### src/rtl/gp_cmd_proc.sv
`timescale 1ns/1ps
`default_nettype none
// gp_cmd_proc: walks a CPU-built command list and dispatches FILL/LINE commands to the engines.
// Optional GP_CMD_STATS_EN adds saturating fill/line handshake counters.  Rev 1.0
module gp_cmd_proc #(
   parameter int COORD_W  = 10,
   parameter int MAX_CMDS = 4096
) (
   input  logic               clk,
   input  logic               rst,
   input  logic               start,
   input  logic [31:0]        cmd_addr,
   input  logic [31:0]        fb_base,
   output logic               mem_req_valid,
   input  logic               mem_req_ready,
   output logic [31:0]        mem_req_addr,
   input  logic               mem_rdata_valid,
   input  logic [31:0]        mem_rdata,
   output logic               fill_valid,
   input  logic               fill_ready,
   output logic [23:0]        fill_color,
   output logic               line_valid,
   input  logic               line_ready,
   output logic [COORD_W-1:0] line_x0,
   output logic [COORD_W-1:0] line_y0,
   output logic [COORD_W-1:0] line_x1,
   output logic [COORD_W-1:0] line_y1,
   output logic [23:0]        line_color,
   output logic [31:0]        eng_fb_base,
   output logic               busy,
   output logic               done,
`ifdef GP_CMD_STATS_EN
   output logic [15:0]        lines_issued,
   output logic [15:0]        fills_issued,
`endif
   output logic               err
);

   localparam int CNT_W = $clog2(MAX_CMDS + 1);
   localparam logic [CNT_W-1:0] CMD_LIMIT = CNT_W'(MAX_CMDS);

   typedef enum logic [2:0] {
      S_IDLE, S_REQ, S_WAIT, S_DECODE, S_ISSUE_FILL, S_ISSUE_LINE, S_DONE
   } state_t;

   typedef enum logic [1:0] {PH_CMD, PH_P0, PH_P1} phase_t;

   state_t             state_q, state_d;
   phase_t             phase_q, phase_d;
   logic [31:0]        ptr_q, ptr_d;
   logic [31:0]        fb_q, fb_d;
   logic [31:0]        cmd_q, cmd_d;
   logic [31:0]        p0_q, p0_d;
   logic [31:0]        p1_q, p1_d;
   logic [CNT_W-1:0]   cnt_q, cnt_d;
   logic               err_q, err_d;
`ifdef GP_CMD_STATS_EN
   logic [15:0]        fills_q, fills_d;
   logic [15:0]        lines_q, lines_d;
`endif

   always_ff @(posedge clk) begin
      if (!rst) begin
         state_q <= S_IDLE;
         phase_q <= PH_CMD;
         ptr_q   <= '0;
         fb_q    <= '0;
         cmd_q   <= '0;
         p0_q    <= '0;
         p1_q    <= '0;
         cnt_q   <= '0;
         err_q   <= 1'b0;
`ifdef GP_CMD_STATS_EN
         fills_q <= '0;
         lines_q <= '0;
`endif
      end else begin
         state_q <= state_d;
         phase_q <= phase_d;
         ptr_q   <= ptr_d;
         fb_q    <= fb_d;
         cmd_q   <= cmd_d;
         p0_q    <= p0_d;
         p1_q    <= p1_d;
         cnt_q   <= cnt_d;
         err_q   <= err_d;
`ifdef GP_CMD_STATS_EN
         fills_q <= fills_d;
         lines_q <= lines_d;
`endif
      end
   end

   always_comb begin
      state_d = state_q;
      phase_d = phase_q;
      ptr_d   = ptr_q;
      fb_d    = fb_q;
      cmd_d   = cmd_q;
      p0_d    = p0_q;
      p1_d    = p1_q;
      cnt_d   = cnt_q;
      err_d   = err_q;
`ifdef GP_CMD_STATS_EN
      fills_d = fills_q;
      lines_d = lines_q;
`endif
      case (state_q)
         S_IDLE: begin
            if (start) begin
               ptr_d   = {cmd_addr[31:2], 2'b00};
               fb_d    = fb_base;
               err_d   = 1'b0;
               cnt_d   = '0;
               phase_d = PH_CMD;
               state_d = S_REQ;
`ifdef GP_CMD_STATS_EN
               fills_d = '0;
               lines_d = '0;
`endif
            end
         end
         S_REQ: begin
            if (mem_req_ready) begin
               ptr_d   = ptr_q + 32'd4;
               state_d = S_WAIT;
            end
         end
         S_WAIT: begin
            if (mem_rdata_valid) begin
               case (phase_q)
                  PH_CMD: begin
                     cmd_d   = mem_rdata;
                     state_d = S_DECODE;
                  end
                  PH_P0: begin
                     p0_d    = mem_rdata;
                     phase_d = PH_P1;
                     state_d = S_REQ;
                  end
                  default: begin
                     p1_d    = mem_rdata;
                     state_d = S_ISSUE_LINE;
                  end
               endcase
            end
         end
         S_DECODE: begin
            // The limit is checked before the word is executed, so the word is dropped.
            if (cnt_q == CMD_LIMIT) begin
               err_d   = 1'b1;
               state_d = S_DONE;
            end else begin
               cnt_d = cnt_q + CNT_W'(1);
               case (cmd_q[31:24])
                  8'h00:   state_d = S_DONE;
                  8'h01:   state_d = S_ISSUE_FILL;
                  8'h02: begin
                     phase_d = PH_P0;
                     state_d = S_REQ;
                  end
                  default: begin
                     err_d   = 1'b1;
                     state_d = S_DONE;
                  end
               endcase
            end
         end
         S_ISSUE_FILL: begin
            if (fill_ready) begin
               phase_d = PH_CMD;
               state_d = S_REQ;
`ifdef GP_CMD_STATS_EN
               if (fills_q != 16'hFFFF) fills_d = fills_q + 16'd1;
`endif
            end
         end
         S_ISSUE_LINE: begin
            if (line_ready) begin
               phase_d = PH_CMD;
               state_d = S_REQ;
`ifdef GP_CMD_STATS_EN
               if (lines_q != 16'hFFFF) lines_d = lines_q + 16'd1;
`endif
            end
         end
         S_DONE:  state_d = S_IDLE;
         default: state_d = S_IDLE;
      endcase
   end

   // Valids are gated by rst so they fall in the very cycle reset is applied.
   assign mem_req_valid = rst && (state_q == S_REQ);
   assign mem_req_addr  = ptr_q;
   assign fill_valid    = rst && (state_q == S_ISSUE_FILL);
   assign fill_color    = cmd_q[23:0];
   assign line_valid    = rst && (state_q == S_ISSUE_LINE);
   assign line_color    = cmd_q[23:0];
   assign line_x0       = p0_q[16 +: COORD_W];
   assign line_y0       = p0_q[COORD_W-1:0];
   assign line_x1       = p1_q[16 +: COORD_W];
   assign line_y1       = p1_q[COORD_W-1:0];
   assign eng_fb_base   = fb_q;
   assign busy          = (state_q != S_IDLE) && (state_q != S_DONE);
   assign done          = (state_q == S_DONE);
   assign err           = err_q;

`ifdef GP_CMD_STATS_EN
   assign fills_issued  = fills_q;
   assign lines_issued  = lines_q;
`else
   // Statistics counters are not built in this configuration.
`endif

   logic unused_bits;
   assign unused_bits = ^{cmd_addr[1:0], p0_q[31:16+COORD_W], p0_q[15:COORD_W],
                          p1_q[31:16+COORD_W], p1_q[15:COORD_W]};

endmodule
`default_nettype wire

### config.mk
export PLATFORM = sky130hd
export DESIGN_NAME = gp_cmd_proc
export DESIGN_NICKNAME = d
export VERILOG_FILES = /design/src/rtl/gp_cmd_proc.sv
export SDC_FILE = /design/constraint.sdc
export NUM_CORES = 1
export LEC_CHECK = 0
export CORE_UTILIZATION = 45
export DETAILED_ROUTE_END_ITERATION = 12
export HOLD_SLACK_MARGIN = 0.03
export PLACE_DENSITY = 0.9
export RECOVER_POWER = 100
export SLEW_MARGIN = 10
export SYNTH_ARGS = -nofsm -noshare
export SYNTH_HDL_FRONTEND = slang
export SYNTH_SLANG_ARGS = --single-unit
### constraint.sdc
create_clock -name clk -period 2.3 [get_ports clk]
set_input_delay 0.23 -clock clk [delete_from_list [all_inputs] [get_ports clk]]
set_output_delay 0.23 -clock clk [all_outputs]
set_load 0.03 [all_outputs]
==> results.yml, run 1 <==
# synthesis and place-and-route metrics
outcome:
  status: "complete, no violations"
grt:
  antenna_found_initial: 0
  grt_max_degree: 59
routing:
  routed-via-count: 7384
  viasPerCell: 5.462
  top_layer_used: "met4"
  dr_wl_met3_um: 1609
power:
  clkPwrFrac_pct: 39.3
  power_density_mw_per_mm2: 709.6
  p_comb_share_pct: 20.0
placed_design:
  place_congestion: 0.8653
  place_hpwl_um: 15220
final_timing:
  fin_skew_ps: 9.056
  period_used_pct: 91.59
  max_freq_mhz: 474.7
  slew-limit-headroom_pct: 49.83
  hold_viol: 0
  worst_pin_slew_ps: 752.5
synthesis:
  yosys_most_used_dff: "dfxtp_1"
  topCellsByArea: "dfxtp_1, nand2_1, a21oi_1"
  synth_chip_area_mm2: 0.007073
  synth-warning-count: 0
  postSynthAreaPerCell_um2: 7.630
  ys_cells: 927
  synth_top_area_share_pct: 43.30
job:
  cap_violations: 0
final_layout:
  diodes: 0
worst_setup_path:
  crit_arrival_ps: 1880
  crit_path_start_kind: "register"
  worst_path_max_delay_cell: "clkdlybuf4s50_1"
clock_tree:
  clk_pin_slew_worst_paths_ps: 60
  cts_tree: "done"
  cts-buffers-inserted: 17
die:
  die.size.y_um: 127.4
## run 1: metrics by stage
stage	worst slack [ps]	cell area (um2)	power, mW	cells	hold WS [ps]
2_1_floorplan	294.3	7077	3.808	928	366.0
3_3_place_gp	77.39	9612	4.443	1320	440.8
3_5_place_dp	46.59	9612	4.473	1320	445.5
4_1_cts	89.41	10210	7.288	1352	336.2
5_1_grt	59.05	10130	7.453	1352	336.5
6_report	193.5	10130	7.191	1352	351.0
## run 1: worst paths after layout
kind,from,end,slack (ps),cells past startpoint
setup reg to reg,mem_req_addr[2],mem_req_addr[30],230,6
hold reg to reg,eng_fb_base[30],eng_fb_base[30],450,2
hold / removal,fb_base[10],eng_fb_base[10],350,3
setup / recovery,state_q[0],done,190,3
## run 1: layout make-up
type	count	area, um2	share of cell area, %
Clock inverter	14	160.2	1.580
Sequential cell	153	3065	30.25
Clock buffer	18	439.2	4.333
Inverter	9	36.28	0.3580
Tap cell	211	264.0	2.605
Timing Repair Buffer	290	2824	27.86
Multi-Input combinational cell	657	3346	33.01
## run 1: power by group through the flow
stage / logic (mW) / registers (mW) / clock network [mW]
3_3_place_gp: 1.47 / 2.97 / 0
5_1_grt: 1.53 / 2.95 / 2.97
2_1_floorplan: 0.629 / 3.18 / 0
4_1_cts: 1.49 / 2.93 / 2.87
3_5_place_dp: 1.49 / 2.98 / 0
6_report: 1.44 / 2.93 / 2.83
## run 1: kinds of logic (layout without fill, tap and decap cells)
family                   Yosys count  count (layout)  share of synthesized area [%]
adder cells (fa/ha/maj)            3               3                         0.5307
multiplexers                       7               7                          1.008
XOR/XNOR                          11              11                          1.362
buffers and inverters            118             331                          9.092
other                              1               2                        0.05302
flip-flops                       153             153                          43.30
AND/OR/NAND/NOR                  422             422                          26.87
AND-OR/OR-AND                    212             212                          17.78
## run 1: cells in the mapped netlist (4+ instances only)
| cell type | n |
|---|---|
| xor2_1 | 9 |
| a21oi_1 | 136 |
| nand3_1 | 33 |
| nor4_1 | 4 |
| buf_4 | 50 |
| a31oi_1 | 7 |
| nor2_1 | 41 |
| and3_1 | 15 |
| nor3_1 | 15 |
| buf_2 | 4 |
| o21ai_0 | 25 |
| mux2i_1 | 6 |
| or4_1 | 4 |
| o21a_1 | 6 |
| nand2_1 | 256 |
| nand4_1 | 14 |
| inv_1 | 9 |
| and2_1 | 10 |
| dfxtp_1 | 153 |
| clkbuf_1 | 54 |
## run 1: sequential cells by signal, indices dropped and copies added, names as in the netlist
register and cells:
cmd_q 32, p1_q 20, phase_q 2, state_q 3
err 1, eng_fb_base 32, p0_q 20, mem_req_addr 30
cnt_q 13
## run 1: timing repair
action                     CTS  global route
buffers inserted             0             0
gates cloned                 0             0
setup endpoints to repair    2             1
gates resized                2             1
## run 1: cells in the final DEF, fill, tap and decap left out, drive strengths merged, types with 3 or more instances in the layout
cell type	instances
a21oi	136
a31oi	7
a32oi	3
and2	12
and3	15
and4	3
buf	23
clkbuf	32
clkdlybuf4s50	101
clkinv	4
dfxtp	153
dlygate4sd3	151
ha	3
inv	15
mux2i	6
nand2	257
nand3	33
nand4	14
nor2	41
nor2b	3
nor3	16
nor4	6
nor4b	3
o21a	6
o21ai	25
o2bb2ai	3
or3	3
or4	4
xor2	9
==> run_1/class_map.png <==
Bar = 50 um.
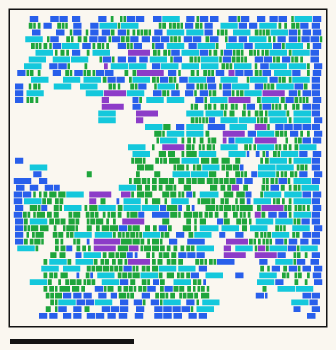
- remaining buffers and delay cells: blue (cells 290; share of their area 29%)
- registers: cyan (cells 153; share of their area 31%)
- clock drivers and dummy loads: purple (cells 32; share of their area 6.1%)
- remaining logic cells: green (cells 666; share of their area 34%)

==> run_1/ff_map.png <==
Bar = 50 um. Other sequential cells in the stronger gray, the rest of the logic in the fainter gray.
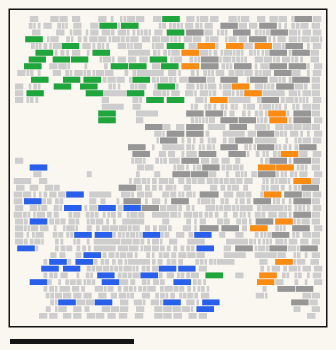
- p1_q: orange (placed flops 20)
- eng_fb_base: green (placed flops 32)
- mem_req_addr: blue (placed flops 30)
- not colored: 71

==> run_1/congestion_map.png <==
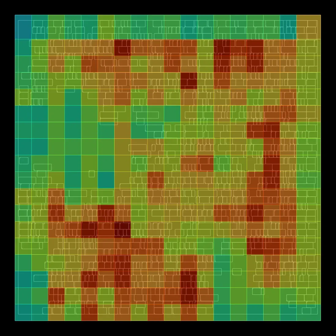
routed len/inst: 15.75 um
GRT met2 Usage: 43.91%
GR peak layer: met2
M1 GR Usage: 30.42%

==> run_1/sizing.png <==
Bar = 50 um.
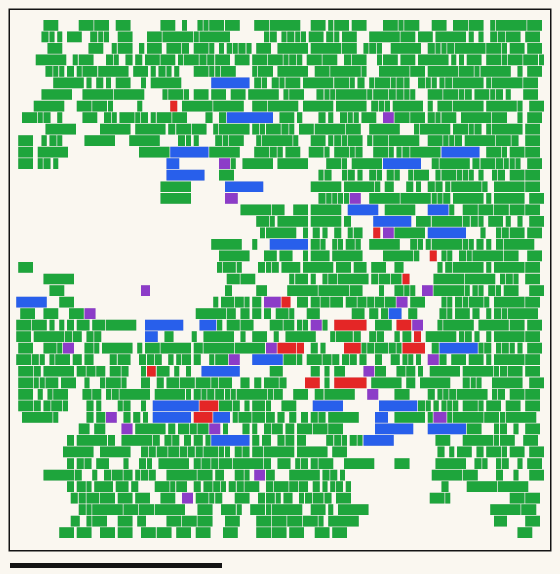

==> run 2, diff against run 1 <==
--- a/config.mk
+++ b/config.mk
@@ -5,10 +5,10 @@
 export SDC_FILE = /design/constraint.sdc
 export NUM_CORES = 1
 export LEC_CHECK = 0
-export CORE_UTILIZATION = 45
+export CORE_UTILIZATION = 35
 export DETAILED_ROUTE_END_ITERATION = 12
 export HOLD_SLACK_MARGIN = 0.03
-export PLACE_DENSITY = 0.9
+export PLACE_DENSITY = 0.75
 export RECOVER_POWER = 100
 export SLEW_MARGIN = 10
 export SYNTH_ARGS = -nofsm -noshare
==> run_2/sizing.png <==
Bar = 50 um.
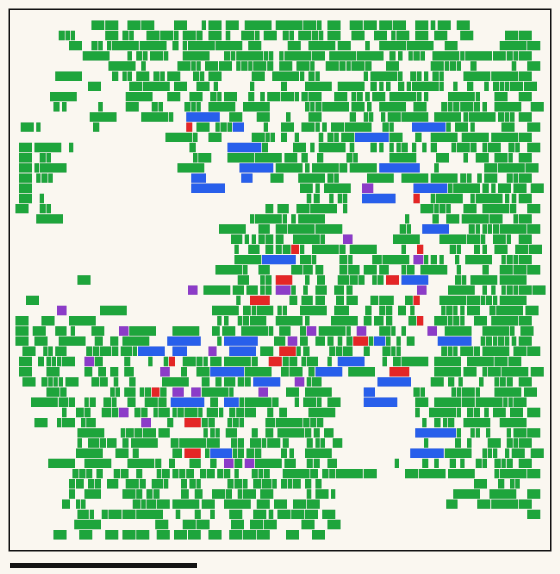
- x3 and x4: purple (cells 23; share 2.0%)
- x1 and smaller: green (cells 1067; share 94%)
- x6 and larger: blue (cells 34; share 3.0%)
- x2: red (cells 17; share 1.5%)

==> run_2/congestion_map.png <==
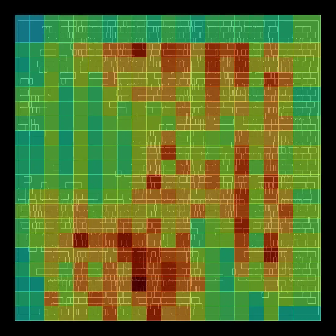
routed len/inst: 15.53 um
total track usage: 20.93%

==> results.yml, run 2 <==
# synthesis and place-and-route metrics
hold_path:
  worstHoldStart: "mem_rdata[14]"
final_timing:
  max_freq_mhz: 465.8
  fin_hold_ws_ps: 345.6
  hold_viol: 0
  slew-limit-headroom_pct: 58.57
  period_used_pct: 93.35
  worst_pin_slew_ps: 621.5
placed_design:
  place_inst: 1374
  place_hpwl_um: 15690
  dpl_cell_area_mm2: 0.009717
  place_congestion: 0.8578
routing:
  viasPerCell: 5.131
  routed-via-count: 7214
synthesis:
  yosys_most_used_dff: "dfxtp_1"
  top_cell: "nand2_1"
  ys_cells: 927
  top_cells_by_count: "nand2_1, dfxtp_1, a21oi_1, clkbuf_1, buf_4"
  synth_chip_area_mm2: 0.007073
  synth_top_area_share_pct: 43.30
  synth-warning-count: 0
  postSynthAreaPerCell_um2: 7.630
grt:
  antenna_found_initial: 0
  grt_max_degree: 51
power:
  p_int_mw: 5.018
  power_density_mw_per_mm2: 707.3
  clkPwrFrac_pct: 39.9
outcome:
  status: "complete, no violations"
worst_setup_path:
  reg2reg_from: "state_q[2]"
  cp-startpoint: "state_q[1]"
  crit_path_start_kind: "register"
  crit_arrival_ps: 1920
  worst_path_max_delay_cell: "dfxtp_1"
clock_tree:
  cts_tree: "done"
  cts-buffers-inserted: 17
  clk_pin_slew_worst_paths_ps: 70
final_layout:
  layout_top_cell: "nand2_1"
  diodes: 0
  design_area_mm2: 0.01024
  lay_top_cells: "nand2_1, dfxtp_1, dlygate4sd3_1"
die:
  die.size.y_um: 144.2
job:
  cap_violations: 0
## run 2: cell counts after synthesis
Identical to the previous run, type by type.
## run 2: cells by family after synthesis
| family | share of synthesized area, % |
|---|---|
| XOR/XNOR | 1.362 |
| adder cells (fa/ha/maj) | 0.5307 |
| other | 0.05302 |
| flip-flops | 43.30 |
| buffers and inverters | 9.092 |
| multiplexers | 1.008 |
| AND/OR/NAND/NOR | 26.87 |
| AND-OR/OR-AND | 17.78 |
## run 2: through the flow
step / total power [mW] / setup WS [ps]
after global placement: 4.458 / 73.63
after global routing: 7.576 / 60.52
after floorplan: 3.808 / 294.3
after detailed placement: 4.484 / 36.34
after CTS: 7.388 / 51.39
final: 7.245 / 153.1
## run 2: area by class of cell
type                       instances  area [um2]
clock inverter                    15       180.2
clock buffer                      17       425.4
tap                              265       331.6
sequential                       153        3063
fill                            1917        9412
timing repair buffer             290        2850
inverter                           9       36.28
multi-input combinational        657        3356
## run 2: metal layers
| layer | share of wire, % | track usage, % | vias to the layer above |
|---|---|---|---|
| met2 | 51 | 37.38 | 255 |
| li1 | - | - | 3551 |
| met5 | 0 | 0 | - |
| met4 | 1.5 | 8.089 | 0 |
| met3 | 7.0 | 4.470 | 21 |
| met1 | 41 | 24.32 | 3387 |
## run 2: path summary, 6_finish.rpt
check,slack (ps),end,depth (start not counted)
max,150,busy,3
min,350,cmd_q[14],3
max reg2reg,160,mem_req_addr[27],7
min reg2reg,450,eng_fb_base[19],2
## run 2: power by group through the flow
stage	combinational (mW)	sequential, mW	clock (mW)
6_report	1.43	2.93	2.89
5_1_grt	1.55	2.94	3.09
4_1_cts	1.50	2.93	2.96
3_5_place_dp	1.50	2.99	0
3_3_place_gp	1.48	2.98	0
2_1_floorplan	0.629	3.18	0
## run 2: tightest hold or removal path, stage by stage
cell and delay [ps]:
clkdlybuf4s50_1 400, nand2_1 50, a21oi_1 50
## run 2: repair_timing
action,in CTS,in global routing
setup endpoints to repair,2,1
resized,2,1
setup buffers,0,0
pin swaps,0,0
hold buffers,0,0
gates cloned,0,0
==> run 3, diff against run 2 <==
--- a/config.mk
+++ b/config.mk
@@ -5,6 +5,7 @@
 export SDC_FILE = /design/constraint.sdc
 export NUM_CORES = 1
 export LEC_CHECK = 0
+export CORE_MARGIN = 1
 export CORE_UTILIZATION = 35
 export DETAILED_ROUTE_END_ITERATION = 12
 export HOLD_SLACK_MARGIN = 0.03
==> run_3/gates.png <==
Bar = 50 um.
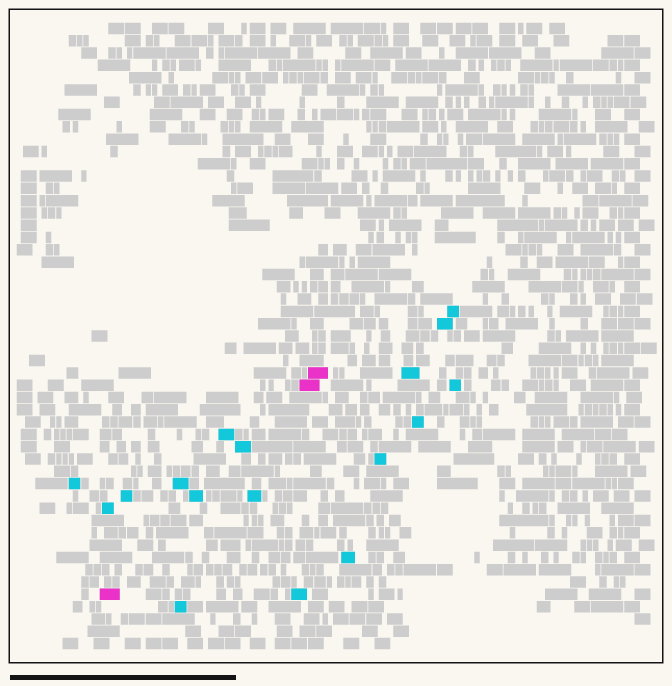
- fa/ha/maj cells: magenta (cells 3)
- non-inverting ao/oa cells: cyan (cells 17)

==> results.yml, run 3 <==
# synthesis and place-and-route metrics
final_timing:
  max_freq_mhz: 465.8
  worst_slack_ps: 153.1
  period_used_pct: 93.35
placed_design:
  place_inst: 1374
  dpl_cell_area_mm2: 0.009717
  place_hpwl_um: 15690
synthesis:
  top_cells_by_count: "nand2_1, dfxtp_1, a21oi_1, clkbuf_1, buf_4"
  synth_top_area_share_pct: 43.30
final_layout:
  lay_top_cells: "nand2_1, dfxtp_1, dlygate4sd3_1"
  design_area_mm2: 0.01024
  final.fill_count: 1917
hold_path:
  hold_path_depth: 3
  worstHoldStart: "mem_rdata[14]"
  min_to: "cmd_q[14]"
worst_setup_path:
  reg2reg_from: "state_q[2]"
routing:
  viasPerCell: 5.131
  routed-via-count: 7214
outcome:
  status: "complete, no violations"
clock_tree:
  clk_pin_slew_worst_paths_ps: 70
grt:
  grt_usage_pct: 20.93
==> run_3/class_map.png <==
Bar = 50 um.
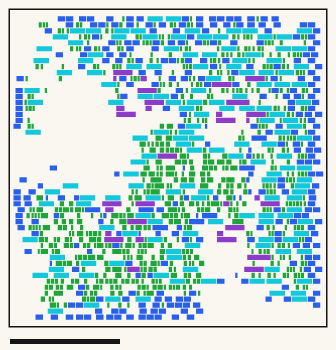
- remaining buffers and delay cells: blue (cells 290; share of their area 29%)
- clock drivers and dummy loads: purple (cells 32; share of their area 6.1%)
- remaining logic cells: green (cells 666; share of their area 34%)
- registers: cyan (cells 153; share of their area 31%)

-- run 3: cell type report --
cell class | count | area share [%]
repair buffers | 290 | 27.83
inverters | 9 | 0.3543
clock buffers | 17 | 4.153
well taps | 265 | 3.237
flip-flops and latches | 153 | 29.90
clock inverters | 15 | 1.759
multi-input cells | 657 | 32.76
-- run 3: where the power goes --
group          total [mW]  internal [mW]  leakage [nW]  switching [mW]
logic                1.43          0.589          2.54           0.842
clock network        2.89           1.64         0.297            1.24
registers            2.93           2.79          1.24           0.140
total                7.24           5.02          4.08            2.23
-- run 3: worst max path at each step --
stage	from	to	slack (ps)	cells past startpoint
2_1_floorplan	mem_req_addr[2]	mem_req_addr[22]	290	6
3_3_place_gp	start	cnt_q[12]	70	6
3_5_place_dp	start	cnt_q[12]	40	6
4_1_cts	state_q[1]	done	50	3
5_1_grt	state_q[2]	mem_req_addr[2]	60	8
6_report	state_q[1]	busy	150	3
-- run 3: cell families after synthesis --
group / synth area share (%)
AND-OR/OR-AND: 17.78
XOR/XNOR: 1.362
adder cells (fa/ha/maj): 0.5307
buffers and inverters: 9.092
flip-flops: 43.30
multiplexers: 1.008
other: 0.05302
AND/OR/NAND/NOR: 26.87
-- run 3: what timing repair did --
action | 4_1_cts | 5_1_grt
hold endpoints to repair | 0 | 0
setup endpoints to repair | 2 | 1
gates resized | 2 | 1
-- run 3: worst max-delay path: stages, from the launching register on --
cell           delay, ps
dfxtp_1              600
nor2_1               100
or3_1                400
dlygate4sd2_1        390
-- run 3: routing by layer --
layer	GRT usage, %	share of wire (%)
met3	4.470	7.0
met1	24.32	41
met2	37.38	51
met5	0	0
met4	8.089	1.5
Power figures rest on the tool's default switching activity, not on a simulated workload.
